==> run_1/gate_families.png <==
Bar = 20 µm.
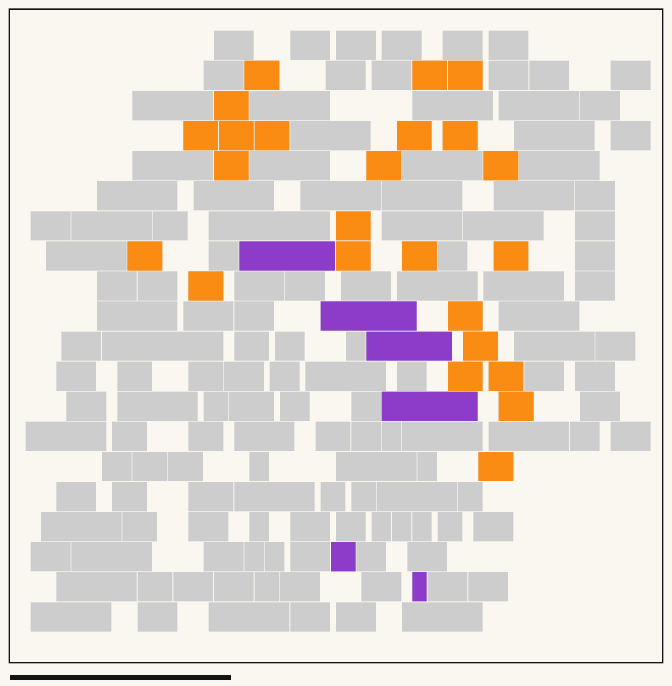
==> run_1/final_congestion.png <==
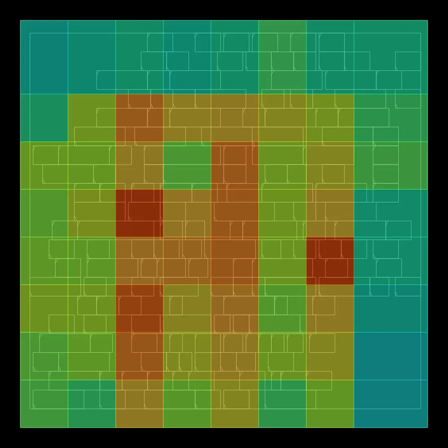
==> run_1/clock_map.png <==
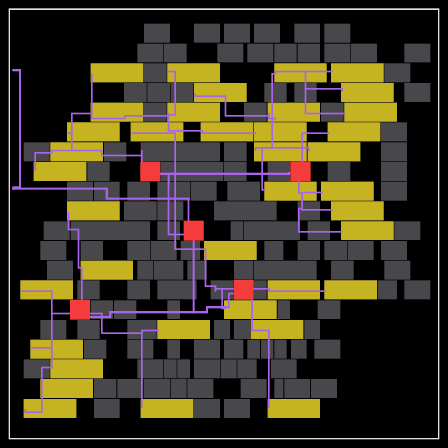
$ cat config.mk
export PLATFORM = sky130hd
export DESIGN_NAME = decoder_5_32
export DESIGN_NICKNAME = d
export VERILOG_FILES = /design/src/rtl/decoder_5_32.sv
export SDC_FILE = /design/constraint.sdc
export NUM_CORES = 1
export LEC_CHECK = 0
export CORE_UTILIZATION = 45
export CTS_CLUSTER_DIAMETER = 60
export DETAILED_ROUTE_END_ITERATION = 8
export PLACE_DENSITY = 0.78
export SYNTH_ARGS = -nofsm -noshare
export SYNTH_HDL_FRONTEND = slang
export SYNTH_SLANG_ARGS = --single-unit
$ cat constraint.sdc
create_clock -name clk -period 1.8 [get_ports clk]
set_input_delay 0.27 -clock clk [delete_from_list [all_inputs] [get_ports clk]]
set_output_delay 0.27 -clock clk [all_outputs]
set_load 0.03 [all_outputs]
$ cat src/rtl/decoder_5_32.sv
// Registered binary-to-one-hot decoder with valid/index sideband and optional active-low output.
// Optional macro DECODER_HOLD_LAST_EN: an invalid input cycle keeps out/out_idx instead of clearing them.
module decoder_5_32 #(
  parameter int IN_W       = 5,
  parameter bit ACTIVE_LOW = 1'b0,
  localparam int OUT_W     = 2 ** IN_W
) (
  input  logic              clk,
  input  logic              rst,
  input  logic              en,
  input  logic [IN_W-1:0]   in,
  input  logic              in_valid,
  output logic [OUT_W-1:0]  out,
  output logic              out_valid,
  output logic [IN_W-1:0]   out_idx
);

  // Idle pattern: no line selected, which is all ones when the bus is active-low.
  localparam logic [OUT_W-1:0] INACTIVE = ACTIVE_LOW ? {OUT_W{1'b1}} : {OUT_W{1'b0}};

  logic [OUT_W-1:0] onehot;
  logic [OUT_W-1:0] decoded;

  always_comb begin
    onehot  = OUT_W'(1) << in;
    decoded = ACTIVE_LOW ? ~onehot : onehot;
  end

  // Reset beats enable; a stall freezes every register including out_valid.
  always_ff @(posedge clk) begin
    if (rst) begin
      out       <= INACTIVE;
      out_valid <= 1'b0;
      out_idx   <= '0;
    end else if (en) begin
      if (in_valid) begin
        out       <= decoded;
        out_valid <= 1'b1;
        out_idx   <= in;
      end else begin
        out_valid <= 1'b0;
`ifdef DECODER_HOLD_LAST_EN
        out       <= out;
        out_idx   <= out_idx;
`else
        out       <= INACTIVE;
        out_idx   <= '0;
`endif
      end
    end
  end

endmodule

==> flow_summary.yaml, run 1 <==
# yosys + openroad results
run_status:
  status: "complete, no violations"
global_routing:
  grt_max_degree: 33
  antenna_found_initial: 0
  grtUsageTotal_pct: 20.4
  grt_pass1_vias: 1062
  grt_pass1_wl_um: 5110
clock_network:
  postCtsSetupBuffers: 0
  root_buffer: "clkbuf_4"
  cts_hold_buf: 0
  cts_buffers: 5
  cts_resized: 0
  clock_path_buffers: 2
  h-tree-depth: 2
detailed_routing:
  routed_via_density: 5.55
  drtIter0Drc: 23
  vias: 1159
  drt_wl_total_um: 3270
  wl_per_cell_um: 15.6
die:
  die_w_um: 59.0
  initial_core_util_pct: 47.4
power_and_ir_drop:
  ir_drop_mv: 0.725
yosys:
  synth_cell_types: 21
  ys_warn_count: 0
  ys_area_um2: 1460
  postSynthSeqShare_pct: 52.1
  avgSynthCellArea_um2: 12.6
  synthesis.nets: 125
  synth_cells: 116
  yosysCellCount: 116
setup_path:
  crit_fanout: 2
  cp_num_cells: 1
  crit_family: "buffers and inverters"
  criticalPathCategory: "reg2out"
  crit-reg2reg-launch: "out[7]"
  cp.arrival_ns: 1.42
  reg2reg_to: "out[7]"
  crit_path_end_kind: "output pin"
  worstRegToRegCells: 1
cells_and_area:
  drive_gt1_share_pct: 14.5
  design_area_um2: 2040
hold_path:
  hold_path_depth: 1
  whs_endpoint: "out[30]"
  hp-class: "reg2reg"
final_timing:
  timing_hold_violations_final: 0
  whs_ns: 0.478
  slew_viol_final: 0
placement:
  dpl_worst_slack_ns: -0.199
## Picture notes: gate_families.png
Key: purple = NOR gates [cells 6]; orange = AND-OR and OR-AND gates [cells 24]

## Picture notes: final_congestion.png
busiest layer in global routing: met2
met1 Use GR: 24.9%
fin util: 66.2%
Global Route met3 Usage: 6.81%

## Picture notes: clock_map.png
Key: purple = clock wires [length 426 µm]; red = cells driving clock nets [count 5]; yellow = flip-flops [count 38]
Position of the flops: widely spread.

-- run 1: placed cells by master, fill, tap and decap left out --
cell type	count
a21oi_1	5
a22o_1	24
and4_1	1
and4b_1	2
and4bb_2	3
buf_4	7
bufinv_16	2
clkbuf_4	5
clkdlybuf4s50_1	46
clkinv_4	1
dfxtp_1	38
mux2i_1	1
nand2b_1	5
nand3_1	5
nand4_1	1
nand4b_1	2
nand4b_2	1
nand4bb_1	2
nor2_1	1
nor2_2	1
nor4_4	1
nor4b_4	3
o2bb2ai_1	8
-- run 1: cells by family after synthesis --
| family | Yosys count | synth area share, % |
|---|---|---|
| mux | 1 | 0.686 |
| simple gates | 28 | 19.6 |
| buf+inv | 12 | 6.68 |
| compound gates | 37 | 20.9 |
| flops | 38 | 52.1 |
-- run 1: metal layers --
metal  share of wire, %  wire length (µm)  global-route usage [%]
met1                 44              1430                    24.9
met3                5.2               171                    6.81
met5                  0                 0                       0
met4               0.86                28                    6.80
met2                 50              1640                    33.6
-- run 1: cells in the mapped netlist --
cell type  count  share of area (%)
dfxtp_1       38                 52
a22o_1        24                 14
o2bb2ai_1      8                4.8
a21oi_1        5                1.7
buf_4          5                2.6
nand2b_1       5                2.1
nand3_1        5                1.7
buf_6          4                3.1
and4bb_2       3                2.6
buf_2          3                1.0
nor4b_4        3                4.9
and4b_1        2                1.4
nand4b_1       2                1.2
nand4bb_1      2                1.5
and4_1         1               0.60
mux2i_1        1               0.69
nand4_1        1               0.43
nand4b_2       1                1.0
nor2_1         1               0.26
nor2_2         1               0.43
nor4_4         1                1.5
-- run 1: sequential cells by signal, summed over array words and instances, names as in the netlist --
register / flops
out: 32
out_idx: 5
out_valid: 1
-- run 1: cell type report --
cell class	count	area (µm²)	share of cell area (%)
clock buffers	5	37.5	1.84
multi-input cells	66	602	29.5
repair buffers	53	513	25.2
clock inverters	3	68.8	3.38
flip-flops and latches	38	761	37.3
well taps	44	55.1	2.70
-- run 1: per-stage QoR --
stage / TNS, ns / instances
2_1_floorplan: 0 / 116
3_3_place_gp: -2.91 / 201
3_5_place_dp: -5.14 / 201
4_1_cts: 0 / 209
5_1_grt: 0 / 209
6_report: 0 / 209
-- run 1: where the power goes --
part	internal [mW]	switching [mW]	total, mW	leakage, nW
clock network	0.435	0.293	0.727	0.0554
logic	0.0635	0.0852	0.149	0.371
registers	0.850	0.00465	0.854	0.307
-- run 1: worst max-delay path by stage --
stage,startpoint,endpoint,slack [ns]
floorplan,in_valid,out[25],0.78
global placement,en,out[7],-0.11
detailed placement,en,out[29],-0.20
CTS,out[15],out[15],0.11
global route,en,out[29],0.06
finish,out[15],out[15],0.11
==> run 2, diff against run 1 <==
--- a/config.mk
+++ b/config.mk
@@ -8,6 +8,7 @@
 export CORE_UTILIZATION = 45
 export CTS_CLUSTER_DIAMETER = 60
 export DETAILED_ROUTE_END_ITERATION = 8
+export HOLD_SLACK_MARGIN = 0.12
 export PLACE_DENSITY = 0.78
 export SYNTH_ARGS = -nofsm -noshare
 export SYNTH_HDL_FRONTEND = slang
==> run_2/final_congestion.png <==
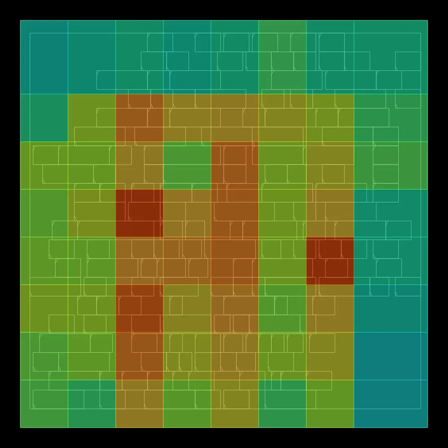
WL per Instance: 15.6 µm
GR Util met2: 33.6%

==> run_2/density.png <==
The die is cut into 12 by 12 equal tiles; dark blue is low, red is high, 0 to 100% covered.
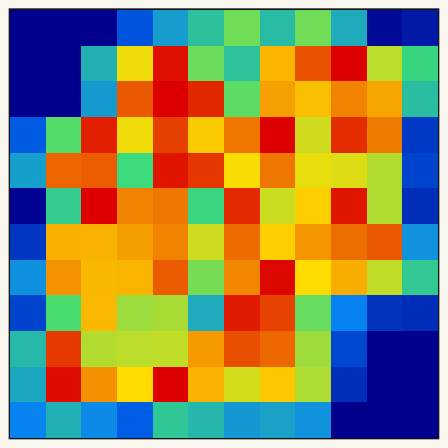
10% of the tiles are nearly empty. The emptiest ninth of the die: bottom right. 40% of the tiles are over 75% full. The mean over all tiles is 57%. The densest ninth of the die: middle.

==> run_2/gate_families.png <==
Bar = 20 µm.
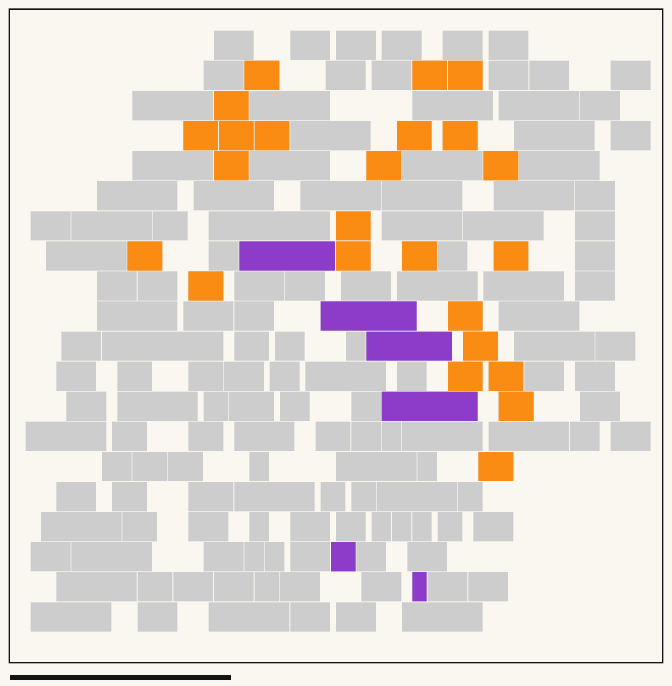
Key: purple = NOR gates [cells 6]; orange = AND-OR and OR-AND gates [cells 24]

==> flow_summary.yaml, run 2 <==
# yosys + openroad results
detailed_routing:
  drtIter0Drc: 23
  drt_wl_total_um: 3270
  routed_via_density: 5.55
  dr.pass1.iters: 4
setup_path:
  cp.arrival_ns: 1.42
  crit_fanout: 2
  criticalPathCategory: "reg2out"
clock_network:
  cts_buffers: 5
  cts_hold_buf: 0
  h-tree-depth: 2
  postCtsSetupBuffers: 0
  root_buffer: "clkbuf_4"
  clock_path_buffers: 2
power_and_ir_drop:
  ir_drop_mv: 0.725
  seqPwrFrac_pct: 49.4
  switchingPower_mw: 0.383
  switching_share_pct: 22.1
  internal-power_mw: 1.35
yosys:
  postSynthSeqShare_pct: 52.1
  avgSynthCellArea_um2: 12.6
  top_cell: "dfxtp_1"
  synthesis.nets: 125
  synth_cell_types: 21
  area_leaders: "dfxtp_1 52%, a22o_1 14%, nor4b_4 4.9%, o2bb2ai_1 4.8%, buf_6 3.1%"
  synth_top_flop_cell: "dfxtp_1"
  synth_cells: 116
  top_area_share_pct: 52.1
  ys_warn_count: 0
  ys_area_um2: 1460
  enable_flop_cells: 0
  top_area_cell: "dfxtp_1"
  async_flop_share_pct: 0
cells_and_area:
  utilization_pct: 66.2
  fin_cells: 209
  largest_reg_flops: 32
  mostFrequentLayoutCells: "46 x clkdlybuf4s50_1, 38 x dfxtp_1, 24 x a22o_1, 8 x o2bb2ai_1, 7 x buf_4"
  area_growth_syn_to_layout_pct: 39.5
  reg.largest.list: "out: 32 flops, out_idx: 5 flops, out_valid: 1 flops"
placement:
  dpl.cell_count: 201
global_routing:
  grt_pass1_vias: 1062
  grt_pass1_wl_um: 5110
  antenna_found_initial: 0
  grt_max_degree: 33
final_timing:
  slew_viol_final: 0
  timing_hold_violations_final: 0
die:
  die_w_um: 59.0
  initial_core_util_pct: 47.4
run_status:
  status: "complete, no violations"
run 2: cell counts in the layout (fill, tap and decap cells not counted):
Identical to the previous run, type by type.
run 2: power by group through the flow:
stage / clock [mW] / combinational [mW] / sequential (mW)
final: 0.727 / 0.149 / 0.854
after global placement: 0 / 0.145 / 0.873
after CTS: 0.731 / 0.149 / 0.854
after global routing: 0.767 / 0.158 / 0.856
after floorplan: 0 / 0.0800 / 0.891
after detailed placement: 0 / 0.148 / 0.873
run 2: worst paths after layout:
| check | from | cells past startpoint | slack (ns) | to |
|---|---|---|---|---|
| max | out[15] | 1 | 0.11 | out[15] |
| min | out[30] | 1 | 0.48 | out[30] |
| max reg2reg | out[7] | 1 | 1.15 | out[7] |
| min reg2reg | out[30] | 1 | 0.48 | out[30] |
run 2: logic make-up (layout without fill, tap and decap cells):
group | after synthesis | count (layout) | share of synthesized area [%]
multiplexers | 1 | 1 | 0.686
AND-OR/OR-AND | 37 | 37 | 20.9
flip-flops | 38 | 38 | 52.1
AND/OR/NAND/NOR | 28 | 28 | 19.6
buffers and inverters | 12 | 61 | 6.68
run 2: area by class of cell:
| cell class | count | area (µm²) |
|---|---|---|
| Multi-Input combinational cell | 66 | 602 |
| Clock buffer | 5 | 37.5 |
| Timing Repair Buffer | 53 | 513 |
| Clock inverter | 3 | 68.8 |
| Fill cell | 240 | 1040 |
| Sequential cell | 38 | 761 |
| Tap cell | 44 | 55.1 |
run 2: routing by layer:
layer | wire length (µm) | GRT usage, % | vias to the layer above
met1 | 1430 | 24.9 | 575
met5 | 0 | 0 | -
met3 | 171 | 6.81 | 4
met2 | 1640 | 33.6 | 34
met4 | 28 | 6.80 | 0
li1 | - | - | 546
run 2: per-stage QoR:
step	TNS (ns)	instance area (µm²)	setup WS, ns	power [mW]
after global placement	-2.91	1930	-0.110	1.02
final	0	2040	0.113	1.73
after global routing	0	2040	0.0617	1.78
after CTS	0	2040	0.108	1.73
after detailed placement	-5.14	1930	-0.199	1.02
after floorplan	0	1460	0.781	0.971
==> run 3, diff against run 2 <==
--- a/config.mk
+++ b/config.mk
@@ -8,6 +8,7 @@
 export CORE_UTILIZATION = 45
 export CTS_CLUSTER_DIAMETER = 60
 export DETAILED_ROUTE_END_ITERATION = 8
+export GPL_ROUTABILITY_DRIVEN = 1
 export HOLD_SLACK_MARGIN = 0.12
 export PLACE_DENSITY = 0.78
 export SYNTH_ARGS = -nofsm -noshare
==> run_3/metal_stack.png <==
Bar = 20 µm.
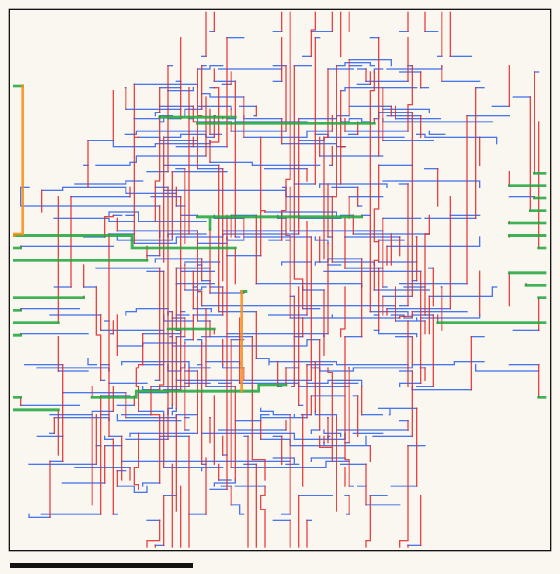
Key: orange = met4 [wire length 28.1 µm]; blue = met1 [wire length 1430 µm]; red = met2 [wire length 1640 µm]; green = met3 [wire length 171 µm]

==> run_3/gate_families.png <==
Bar = 20 µm.
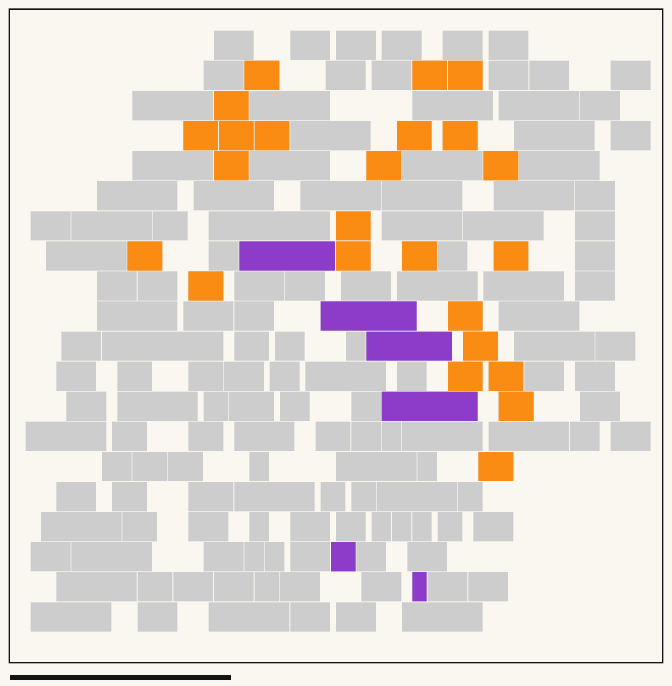
Key: orange = AND-OR and OR-AND gates [cells 24]; purple = NOR gates [cells 6]

==> run_3/final_congestion.png <==
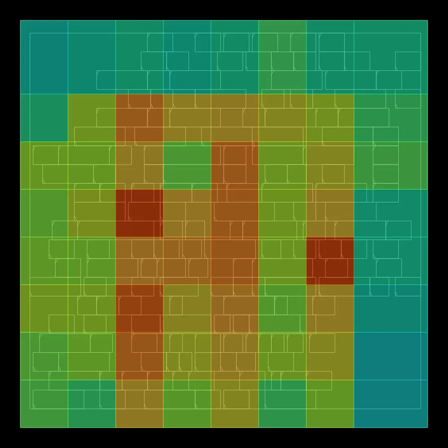
GRT Util Overall: 20.4%

==> flow_summary.yaml, run 3 <==
# yosys + openroad results
yosys:
  synth_top_flop_cell: "dfxtp_1"
  top_cell: "dfxtp_1"
  yosysCellCount: 116
  synth_cell_types: 21
  area_leaders: "dfxtp_1 52%, a22o_1 14%, nor4b_4 4.9%, o2bb2ai_1 4.8%, buf_6 3.1%"
  async_flop_share_pct: 0
  synth_cells: 116
detailed_routing:
  vias: 1159
  drt_wl_total_um: 3270
  dr.pass1.iters: 4
die:
  die_w_um: 59.0
clock_network:
  cts_resized: 0
  clock_path_buffers: 2
  cts_buffers: 5
  root_buffer: "clkbuf_4"
global_routing:
  grt_pass1_wl_um: 5110
run_status:
  status: "complete, no violations"
cells_and_area:
  drive_gt1_share_pct: 14.5
  mostFrequentLayoutCells: "46 x clkdlybuf4s50_1, 38 x dfxtp_1, 24 x a22o_1, 8 x o2bb2ai_1, 7 x buf_4"
  area_growth_syn_to_layout_pct: 39.5
  utilization_pct: 66.2
final_timing:
  slew_viol_final: 0
  fin_ws_ns: 0.113
  finalSetupTns_ns: 0
setup_path:
  crit_fanout: 2
  cp_num_cells: 1
## run 3: cell counts in the layout (fill, tap and decap cells not counted)
Identical to the previous run, type by type.
## run 3: cell families (layout without fill, tap and decap cells)
group,count (synthesis),count (layout),synth area share [%]
DFF,38,38,52.1
AOI/OAI and AO/OA,37,37,20.9
and+or+nand+nor,28,28,19.6
buffers and inverters,12,61,6.68
muxes,1,1,0.686
## run 3: per-stage QoR
stage	instances	hold WS, ns	cell area (µm²)
floorplan	116	0.430	1460
global placement	201	0.453	1930
detailed placement	201	0.450	1930
CTS	209	0.481	2040
global route	209	0.492	2040
finish	209	0.478	2040
## run 3: path summary, 6_finish.rpt
| kind | startpoint | endpoint | slack [ns] |
|---|---|---|---|
| worst max-delay path | out[15] | out[15] | 0.11 |
| worst min-delay path | out[30] | out[30] | 0.48 |
| worst max register to register | out[7] | out[7] | 1.15 |
| worst min register to register | out[30] | out[30] | 0.48 |
## run 3: final cells by class
type	instances	area (µm²)	area share [%]
sequential	38	761	37.3
timing repair buffer	53	513	25.2
clock inverter	3	68.8	3.38
multi-input combinational	66	602	29.5
clock buffer	5	37.5	1.84
tap	44	55.1	2.70
## run 3: routing by layer
metal / track usage, % / wire, µm / share of wire [%] / vias to the layer above
li1: - / - / - / 546
met1: 24.9 / 1430 / 44 / 575
met2: 33.6 / 1640 / 50 / 34
met3: 6.81 / 171 / 5.2 / 4
met4: 6.80 / 28 / 0.86 / 0
met5: 0 / 0 / 0 / -
## run 3: report_power, final
part | internal (mW) | switching, mW
clock | 0.435 | 0.293
sequential | 0.850 | 0.00465
combinational | 0.0635 | 0.0852
Power and IR drop assume default switching activity.
